File: src/rtl/audio_tone_sequencer.sv
// Stereo tone-sequence source for the HDMI audio path: up to 8 table-driven notes with attack/sustain/release envelope.
// Optional build macro AUDIO_TONE_TRIANGLE_EN selects a triangle waveform instead of the default square.
module audio_tone_sequencer #(
  parameter int          PHASE_W      = 24,
  parameter int          STEP_SAMPLES = 12000,
  parameter logic [15:0] AMPLITUDE    = 16'h2000
) (
  input  logic               clk,
  input  logic               rst_n,
  input  logic               sample_strobe,
  input  logic               start,
  input  logic               stop,
  input  logic               tbl_we,
  input  logic [2:0]         tbl_addr,
  input  logic [PHASE_W-1:0] tbl_data,
  output logic [15:0]        left_sample,
  output logic [15:0]        right_sample,
  output logic               busy,
  output logic [2:0]         note_index
);

  localparam int                CNT_W   = $clog2(STEP_SAMPLES) + 1;
  localparam logic [CNT_W-1:0]  REL_CNT = CNT_W'(STEP_SAMPLES - 256);
  localparam logic [CNT_W-1:0]  CNT_ONE = CNT_W'(1);
  localparam logic [15:0]       AMP_NEG = 16'd0 - AMPLITUDE;

  typedef enum logic [1:0] {
    ST_IDLE    = 2'd0,
    ST_ATTACK  = 2'd1,
    ST_SUSTAIN = 2'd2,
    ST_RELEASE = 2'd3
  } state_e;

  state_e             state_q, state_d, eff_state_s;
  logic [PHASE_W-1:0] phase_q, phase_d;
  logic [7:0]         env_q, env_d;
  logic [CNT_W-1:0]   note_cnt_q, note_cnt_d;
  logic [2:0]         note_idx_q, note_idx_d, next_idx_s;
  logic               stopping_q, stopping_d, stop_now_s;
  logic [15:0]        sample_q, sample_d;
  logic               busy_q, busy_d;
  logic [PHASE_W-1:0] tbl_q [8];

  logic [15:0]        wave_s;
  logic signed [23:0] wave_ext_s, env_ext_s, prod_s, shift_s;
  logic [15:0]        sample_val_s;

`ifdef AUDIO_TONE_TRIANGLE_EN
  logic [15:0]        tri_p_s;
  logic [14:0]        tri_t_s;
  logic signed [15:0] tri_c_s;
  logic signed [31:0] tri_c_ext_s, tri_amp_s, tri_prod_s, tri_shift_s;

  // Triangle folded from the top 16 phase bits, centred on zero.
  always_comb begin
    tri_p_s = phase_q[PHASE_W-1 -: 16];
    if (tri_p_s[15]) begin
      tri_t_s = ~tri_p_s[14:0];
    end else begin
      tri_t_s = tri_p_s[14:0];
    end
    tri_c_s     = $signed({1'b0, tri_t_s}) - 16'sh4000;
    tri_c_ext_s = {{16{tri_c_s[15]}}, tri_c_s};
    tri_amp_s   = {16'd0, AMPLITUDE};
    tri_prod_s  = tri_c_ext_s * tri_amp_s;
    tri_shift_s = tri_prod_s >>> 14;
    wave_s      = tri_shift_s[15:0];
  end
`else
  // Square wave from the phase MSB.
  always_comb begin
    if (phase_q[PHASE_W-1]) begin
      wave_s = AMP_NEG;
    end else begin
      wave_s = AMPLITUDE;
    end
  end
`endif

  // Envelope scaling: signed 24-bit product, arithmetic shift, truncate.
  always_comb begin
    wave_ext_s   = {{8{wave_s[15]}}, wave_s};
    env_ext_s    = {16'd0, env_q};
    prod_s       = wave_ext_s * env_ext_s;
    shift_s      = prod_s >>> 8;
    sample_val_s = shift_s[15:0];
  end

  // Next-state logic: command handling, then per-strobe envelope stepping.
  always_comb begin
    state_d     = state_q;
    phase_d     = phase_q;
    env_d       = env_q;
    note_cnt_d  = note_cnt_q;
    note_idx_d  = note_idx_q;
    stopping_d  = stopping_q;
    sample_d    = sample_q;
    next_idx_s  = note_idx_q + 3'd1;
    stop_now_s  = stop && (state_q != ST_IDLE);
    eff_state_s = state_q;

    // A stop coincident with a strobe processes that strobe as RELEASE.
    if (stop_now_s) begin
      state_d     = ST_RELEASE;
      stopping_d  = 1'b1;
      eff_state_s = ST_RELEASE;
    end else begin
      eff_state_s = state_q;
    end

    if (state_q == ST_IDLE) begin
      if (start && (tbl_q[0] != {PHASE_W{1'b0}})) begin
        state_d    = ST_ATTACK;
        phase_d    = {PHASE_W{1'b0}};
        env_d      = 8'd0;
        note_cnt_d = {CNT_W{1'b0}};
        note_idx_d = 3'd0;
      end else begin
        state_d = ST_IDLE;
      end
      if (sample_strobe) begin
        sample_d = 16'd0;
      end else begin
        sample_d = sample_q;
      end
    end else if (sample_strobe) begin
      sample_d   = sample_val_s;
      phase_d    = phase_q + tbl_q[note_idx_q];
      note_cnt_d = note_cnt_q + CNT_ONE;
      case (eff_state_s)
        ST_ATTACK: begin
          if (env_q >= 8'd254) begin
            env_d   = 8'd255;
            state_d = ST_SUSTAIN;
          end else begin
            env_d   = env_q + 8'd1;
            state_d = ST_ATTACK;
          end
        end
        ST_SUSTAIN: begin
          if (note_cnt_q == REL_CNT) begin
            state_d = ST_RELEASE;
          end else begin
            state_d = ST_SUSTAIN;
          end
        end
        ST_RELEASE: begin
          // env<=1 also covers a stop issued while env is still 0.
          if (env_q <= 8'd1) begin
            env_d = 8'd0;
            if (stopping_q || stop_now_s || (note_idx_q == 3'd7) ||
                (tbl_q[next_idx_s] == {PHASE_W{1'b0}})) begin
              state_d    = ST_IDLE;
              stopping_d = 1'b0;
            end else begin
              note_idx_d = next_idx_s;
              note_cnt_d = {CNT_W{1'b0}};
              state_d    = ST_ATTACK;
            end
          end else begin
            env_d = env_q - 8'd1;
          end
        end
        default: begin
          env_d = env_q;
        end
      endcase
    end else begin
      sample_d = sample_q;
    end

    busy_d = (state_d != ST_IDLE);
  end

  // Sequencer state and output registers.
  always_ff @(posedge clk or negedge rst_n) begin
    if (!rst_n) begin
      state_q    <= ST_IDLE;
      phase_q    <= {PHASE_W{1'b0}};
      env_q      <= 8'd0;
      note_cnt_q <= {CNT_W{1'b0}};
      note_idx_q <= 3'd0;
      stopping_q <= 1'b0;
      sample_q   <= 16'd0;
      busy_q     <= 1'b0;
    end else begin
      state_q    <= state_d;
      phase_q    <= phase_d;
      env_q      <= env_d;
      note_cnt_q <= note_cnt_d;
      note_idx_q <= note_idx_d;
      stopping_q <= stopping_d;
      sample_q   <= sample_d;
      busy_q     <= busy_d;
    end
  end

  // Note table; writes are accepted on any cycle.
  always_ff @(posedge clk or negedge rst_n) begin
    if (!rst_n) begin
      for (int i = 0; i < 8; i++) begin
        tbl_q[i] <= {PHASE_W{1'b0}};
      end
    end else if (tbl_we) begin
      tbl_q[tbl_addr] <= tbl_data;
    end
  end

  assign left_sample  = sample_q;
  assign right_sample = sample_q;
  assign busy         = busy_q;
  assign note_index   = note_idx_q;

endmodule

File: config.mk
export PLATFORM = sky130hd
export DESIGN_NAME = audio_tone_sequencer
export DESIGN_NICKNAME = d
export VERILOG_FILES = /design/src/rtl/audio_tone_sequencer.sv
export SDC_FILE = /design/constraint.sdc
export NUM_CORES = 1
export LEC_CHECK = 0
export CAP_MARGIN = 20
export CORE_ASPECT_RATIO = 1.1
export CORE_UTILIZATION = 61
export CTS_CLUSTER_DIAMETER = 60
export DETAILED_ROUTE_END_ITERATION = 8
export GPL_TIMING_DRIVEN = 0
export PLACE_DENSITY = 0.89
export SYNTH_ARGS = -nofsm -noshare
export SYNTH_HDL_FRONTEND = slang
export SYNTH_SLANG_ARGS = --single-unit
File: constraint.sdc
create_clock -name clk -period 5.5 [get_ports clk]
set_input_delay 0.55 -clock clk [delete_from_list [all_inputs] [get_ports clk]]
set_output_delay 0.55 -clock clk [all_outputs]
set_load 0.02 [all_outputs]
==> changes_impl.md, run 1 <==
### Changed

* Reg2Reg Setup Slack at roughly 210 ps
* Leading area contributor after synthesis: dfrtp_1
* P_clk at 1.90 mW
* Setup tns final at 0 ps
* Total power draw at 8.98 mW
* Die ar. at about 24,000 um2
* FA/HA/MAJ Cells, Area Fraction at 0.0713
* Tot GR Track Use at 0.332
* Top cell excl fill/tap: dfrtp_1
* Gr busiest metal: met2
* WP depth at 16
* Top Layout Cells: 256 x dfrtp_1, 216 x mux2_2, 67 x nand2_1, 56 x inv_1, 54 x ha_1
* Slew margin rel. at 0.263
* CTS Buffer Depth at 3
* Critical path's top delay family: AND-OR/OR-AND gates
* Leak pwr at roughly 7 nW
* Mux area share at 0.242
* Met3 wire len at between 3000 and 4000 um
* P per Cell Area at around 550 nW/um2
* XOR/XNOR Fraction of Synth Area at 0.0217
* FP Rows at 58
* Crit path launch type: flip-flop
* Initial DRC count at 1,017
* Status: finished clean
* DR vias at approximately 11,000
* Biggest consumer: combinational cells
* Yosys aoi share at 0.0852
* Area-dominant class: logic gates
* Sw frac at 0.384
* OpenROAD warning count at 37
* Final Hold Viols at 0
* Slowest stage delay, CP at between 500 and 600 ps
* First-pass GRT wire length at between 60,000 and 70,000 um
* Critical Path Fanout Max at 10
* Crit path capture: phase_q[23]$_DFFE_PN0P_
* Via density at approximately 6.8
* Clock Skew at 16.7 ps
* Largest regs: tbl_q: 192 flops, phase_q: 24 flops, note_cnt_q: 15 flops
* Unrepaired setup endpoints after global routing: false
* DR top layer: met4
* Area after DPL at between 15,000 and 20,000 um2
* Logic area at roughly 7500 um2
* Simple Share, Synth at 0.0945
* Worst hold slack at 422 ps
* Post-synthesis cell count at 1,209
* Fin crit share at 0.962
* Logic pwr share at 0.468
* Total CTS buffers at 29
* Reg2reg end: phase_q[23]$_DFFE_PN0P_
* Synth Register Bits at 257
* R2R depth at 16
* Vias in the first global route at approximately 11,000
* Synthesis Warnings at 0
* Crit path buf inv count at 4
* Inverters at 58
* Boundary pin count at a little under 70
* # DRC at 0
* Count of multi-input gates at slightly above 800
* Clk tree area frac at 0.0556
* Die Y at about 160 um
* Flop pwr share at 0.320
* H-tree Lvls at 1
* Cells along the critical path: buf_2, clkbuf_4, buf_2, buf_2, mux4_2, mux2_2, ha_1, a21oi_1, o21ai_0, a211oi_2, o21ai_1, o31a_1, a211o_1, a211o_1, a21o_1, o311ai_1
* Comb power at about 4.2 mW
* Final ANT Viol Nets at 0
* Period minus WS final at approximately 5300 ps
* Max-cap violations at 0
* Synth top cell by count: dfrtp_1
* Core ar. at 23,100 um2
* TritonCTS clock tree: built
* M1 WL at approximately 14,000 um
* RePlAce Congestion at roughly 0.96
* FMAX at 189 MHz
* Total grt overflow at 0
* Floorplan core density at 0.628
* Final setup vio count at 0
* Root buf cell: clkbuf_16
* Int Pwr at around 5.5 mW
* Net Switching at 3.45 mW
* Top cells by count, synth: 257 x dfrtp_1, 216 x mux2_2, 67 x nand2_1
* Critical Path AT at 5730 ps
* CP most frequent cell: buf_2
* # diodes at 0
* Synth area leaders: dfrtp_1 44%, mux2_2 17%, mux4_2 7.4%
* Crit. End Element: flip-flop
* Syn Area/Cell at roughly 12 um2
* Count of library flops with an enable pin at 0
* Max reg flops at approximately 190
* Yosys cell types at 68
* Sink Count at 257
* Max VDD drop at roughly 380 uV
* Async set-reset flop share out of synthesis at 1.00
* Buffers on Ports at roughly 53
* DR pass1 iterations at 5
* Area reported by Yosys stat at 14,500 um2
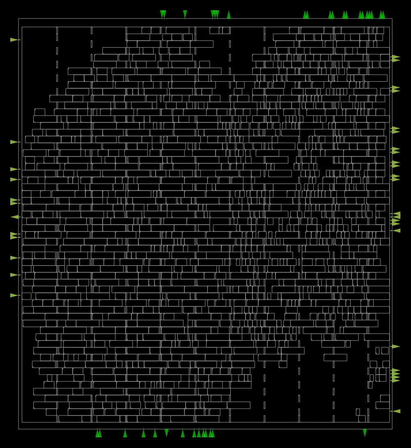
Run 1: placed standard cells
flop count: 257
flop share of the area: 0.391
Fill cells: 1,532
final std cells w/o fill: 1,623
Well Taps: 300

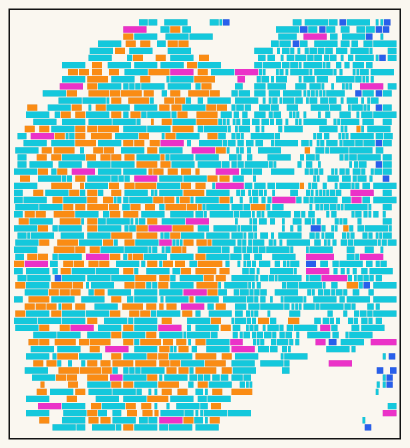
Run 1: drive-strength map
orange -> x2  # cells 288, share 22%, most used mux2_2
cyan -> x1 and smaller  # cells 967, share 73%, most used dfrtp_1
magenta -> x6 and larger  # cells 41, share 3.1%, most used clkbuf_16
blue -> x3 and x4  # cells 27, share 2.0%, most used buf_4
final setup margin: 207 ps
synthesis-to-finish area growth: 13.3%
bufs w/o clock: 134
post-route cell area: 16,500 um2

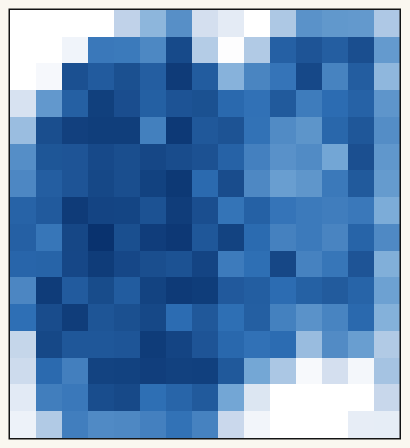
Run 1: placement density heat map
15 x 16 tiles, from white (low) to dark blue (high), 0 to 100% covered.
nearly empty tiles = 6.7%
tiles over 75% full = 50%
mean over tiles = 66%
fullest tile = 99%
emptiest ninth of the die = bottom right

==> inputs of run 2 (changes only) <==
- CORE_UTILIZATION: 61 -> 40
- PLACE_DENSITY: 0.89 -> 0.66
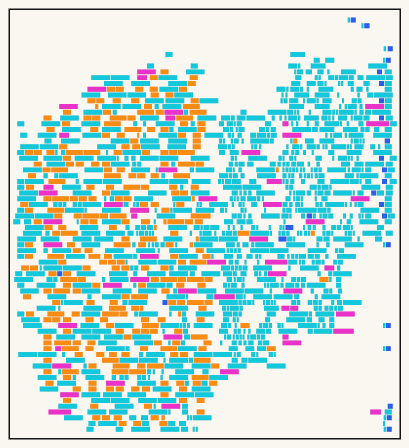
Run 2: drive-strength map
magenta -> x6 and larger  # cells 52, share 3.9%, most used clkbuf_16
orange -> x2  # cells 284, share 21%, most used mux2_2
cyan -> x1 and smaller  # cells 972, share 73%, most used dfrtp_1
blue -> x3 and x4  # cells 26, share 1.9%, most used buf_4

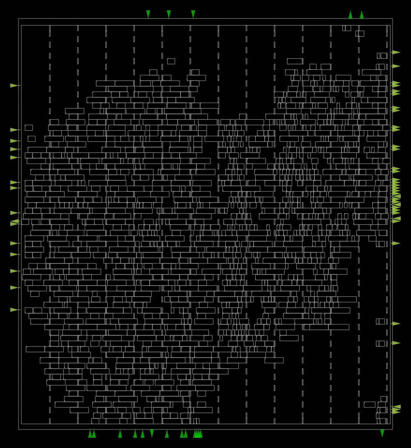
Run 2: placed standard cells
fin util: 0.476
Well Taps: 481

==> changes_impl.md, run 2 <==
### Changed

* Unrepaired setup endpoints after global routing: false
* Critical Path AT at between 5000 and 6000 ps
* # diodes at 0
* Total grt overflow at 0
* Logic area at around 7500 um2
* Largest regs: tbl_q: 192 flops, phase_q: 24 flops, note_cnt_q: 15 flops
* Top Layout Cells: 256 x dfrtp_1, 216 x mux2_2, 67 x nand2_1, 56 x inv_1, 54 x ha_1
* Boundary pin count at 69
* Int Pwr at about 5.7 mW
* Post-place setup slack at -99.0 ps
* Status: finished clean
* Initial DRC count at approximately 830
* Crit path launch type: flip-flop
* P per Cell Area at 540 nW/um2
* Worst min path class: primary input to asynchronous set/reset pin
* RePlAce Congestion at between 0.9 and 1
* OpenROAD warning count at 37
* H-tree Lvls at 2
* Die ar. at around 37,000 um2
* Area reported by Yosys stat at between 10,000 and 15,000 um2
* Clock share of power at 0.241
* Count of library flops with an enable pin at 0
* Max VDD drop at about 320 uV
* Antenna violations before repair at 0
* Post-CTS Setup Bufs at 0
* R2R depth at 16
* Inverters at 58
* Placed cells at around 1,800
* Reg2reg end: phase_q[23]$_DFFE_PN0P_
* # DRC at 0
* Die W at ~180 um
* Max reg flops at roughly 190
* Vias in the first global route at 10,463
* Slew margin rel. at 0.294
* Buffers on Ports at between 50 and 60
* FMAX at approximately 190 MHz
* Net Switching at 3.38 mW
* Final setup margin at about 340 ps
* Met1 usage at 0.269
* Period minus WS final at 5160 ps
* Post-route cell area at roughly 17,000 um2
* FA/HA/MAJ Cells, Area Fraction at 0.0713
* Async set-reset flop share out of synthesis at 1.00
* DR pass1 iterations at 7
* XOR/XNOR Fraction of Synth Area at 0.0217
* Via density at around 5.6
* Met3 wire len at ~1800 um
* Drt wl/cell at 19.8 um
* Gr busiest metal: met2
* Met2 WL at between 15,000 and 20,000 um
* P_seq at roughly 2.8 mW
* Biggest consumer: combinational cells
* Crit. End Element: flip-flop
* FP Rows at roughly 70
* WP depth at 16
* Synth Register Bits at roughly 260
* Area after DPL at between 15,000 and 20,000 um2
* Die Y at roughly 200 um
* P_clk at between 2 and 2.5 mW
* Top cell excl fill/tap: dfrtp_1
* Leading area contributor after synthesis: dfrtp_1
* CTS resizes at 1
* Flop share of the area at 0.381
* Total CTS buffers at 34
* Synth top area share at 0.443
* Area-dominant class: logic gates
* Ys cells at approximately 1,200
* Slowest stage delay, CP at around 500 ps
* Mux area share at 0.242
* Yosys aoi share at 0.0852
* Fill cells at roughly 3,200
* Tot GR Track Use at 0.200
* Ys flop type: dfrtp_1
* Clkbuf count at 48
* Comb power at a little over 4 mW
* TritonCTS clock tree: built
* Top cells by count, synth: 257 x dfrtp_1, 216 x mux2_2, 67 x nand2_1
* DR top layer: met4
* Hold_buf cts at 1
* Worst slew pin tran at between 1000 and 1500 ps
* First-pass GRT wire length at 58,300 um
* Final std cells w/o fill at around 1,800
* Synth top cell by count: dfrtp_1
* Leak pwr at 7.23 nW
* Synthesis Warnings at 0
* Setup tns final at 0 ps
* Seq. cell area at about 6400 um2
* Core ar. at between 30,000 and 40,000 um2
* Flop pwr share at 0.311
* Post-synthesis cell count at 1,209
* Seq share, synth at 0.443
* Flop count at roughly 260
* Reg2Reg Setup Slack at 340 ps
* Final setup vio count at 0
* Largest net degree at the start of global routing at between 100 and 150
* Final Hold Viols at 0
* Comb area leader: multiplexers
* Fin crit share at 0.939
* Detailed Route WL at 35,900 um
* Count of multi-input gates at just over 800
* Total power draw at 9.13 mW
* Crit path capture: phase_q[23]$_DFFE_PN0P_
* Clk tree area frac at 0.0663
* Critical path class: flip-flop to flip-flop
* Syn Area/Cell at about 12 um2
* Sw frac at 0.371
* Layout cells sized above 1 at 0.271
* Comb area share at 0.445
* Crit path buf inv count at 4
* GRT met2 Usage at 0.337
* Post-Synthesis Cell Area at ~15,000 um2
* DR vias at approximately 10,000
* Clk_lat worst skew at between 500 and 600 ps
* Worst hold slack at 474 ps
* Clock transition at path regs at around 60 ps
* Bufs w/o clock at around 130
* Buffering overhead at 0.0594
* CTS Buffer Depth at 3
* Synthesis-to-finish area growth at 16.3%
* Root buf cell: clkbuf_16
* Slowest CP cell: dfrtp_2
* M1 WL at between 15,000 and 20,000 um
* Max-cap violations at 0
* Clock Skew at 41.0 ps
* Simple Share, Synth at 0.0945
* Yosys cell types at around 70
* DP HPWL at 26,200 um
* Logic pwr share at 0.448
* CP required at between 5000 and 6000 ps
* Sink Count at between 200 and 300
* CP startpoint: note_index[0]$_DFFE_PN0P_
* Final ANT Viol Nets at 0
* Final net count at between 1,000 and 1,500
* Top reg by flops: tbl_q
* Cells along the critical path: buf_2, clkbuf_4, clkbuf_4, buf_2, mux4_2, mux2_2, ha_1, a21oi_1, o21ai_0, a211oi_2, o21ai_1, o31a_1, a211o_1, a211o_1, a21o_1, o311ai_1
* Floorplan core density at 0.409
* Critical path's top delay family: AND-OR/OR-AND gates
* Critical Path Fanout Max at 10
* Synth area leaders: dfrtp_1 44%, mux2_2 17%, mux4_2 7.4%
Power is estimated from default activity; no workload was simulated.
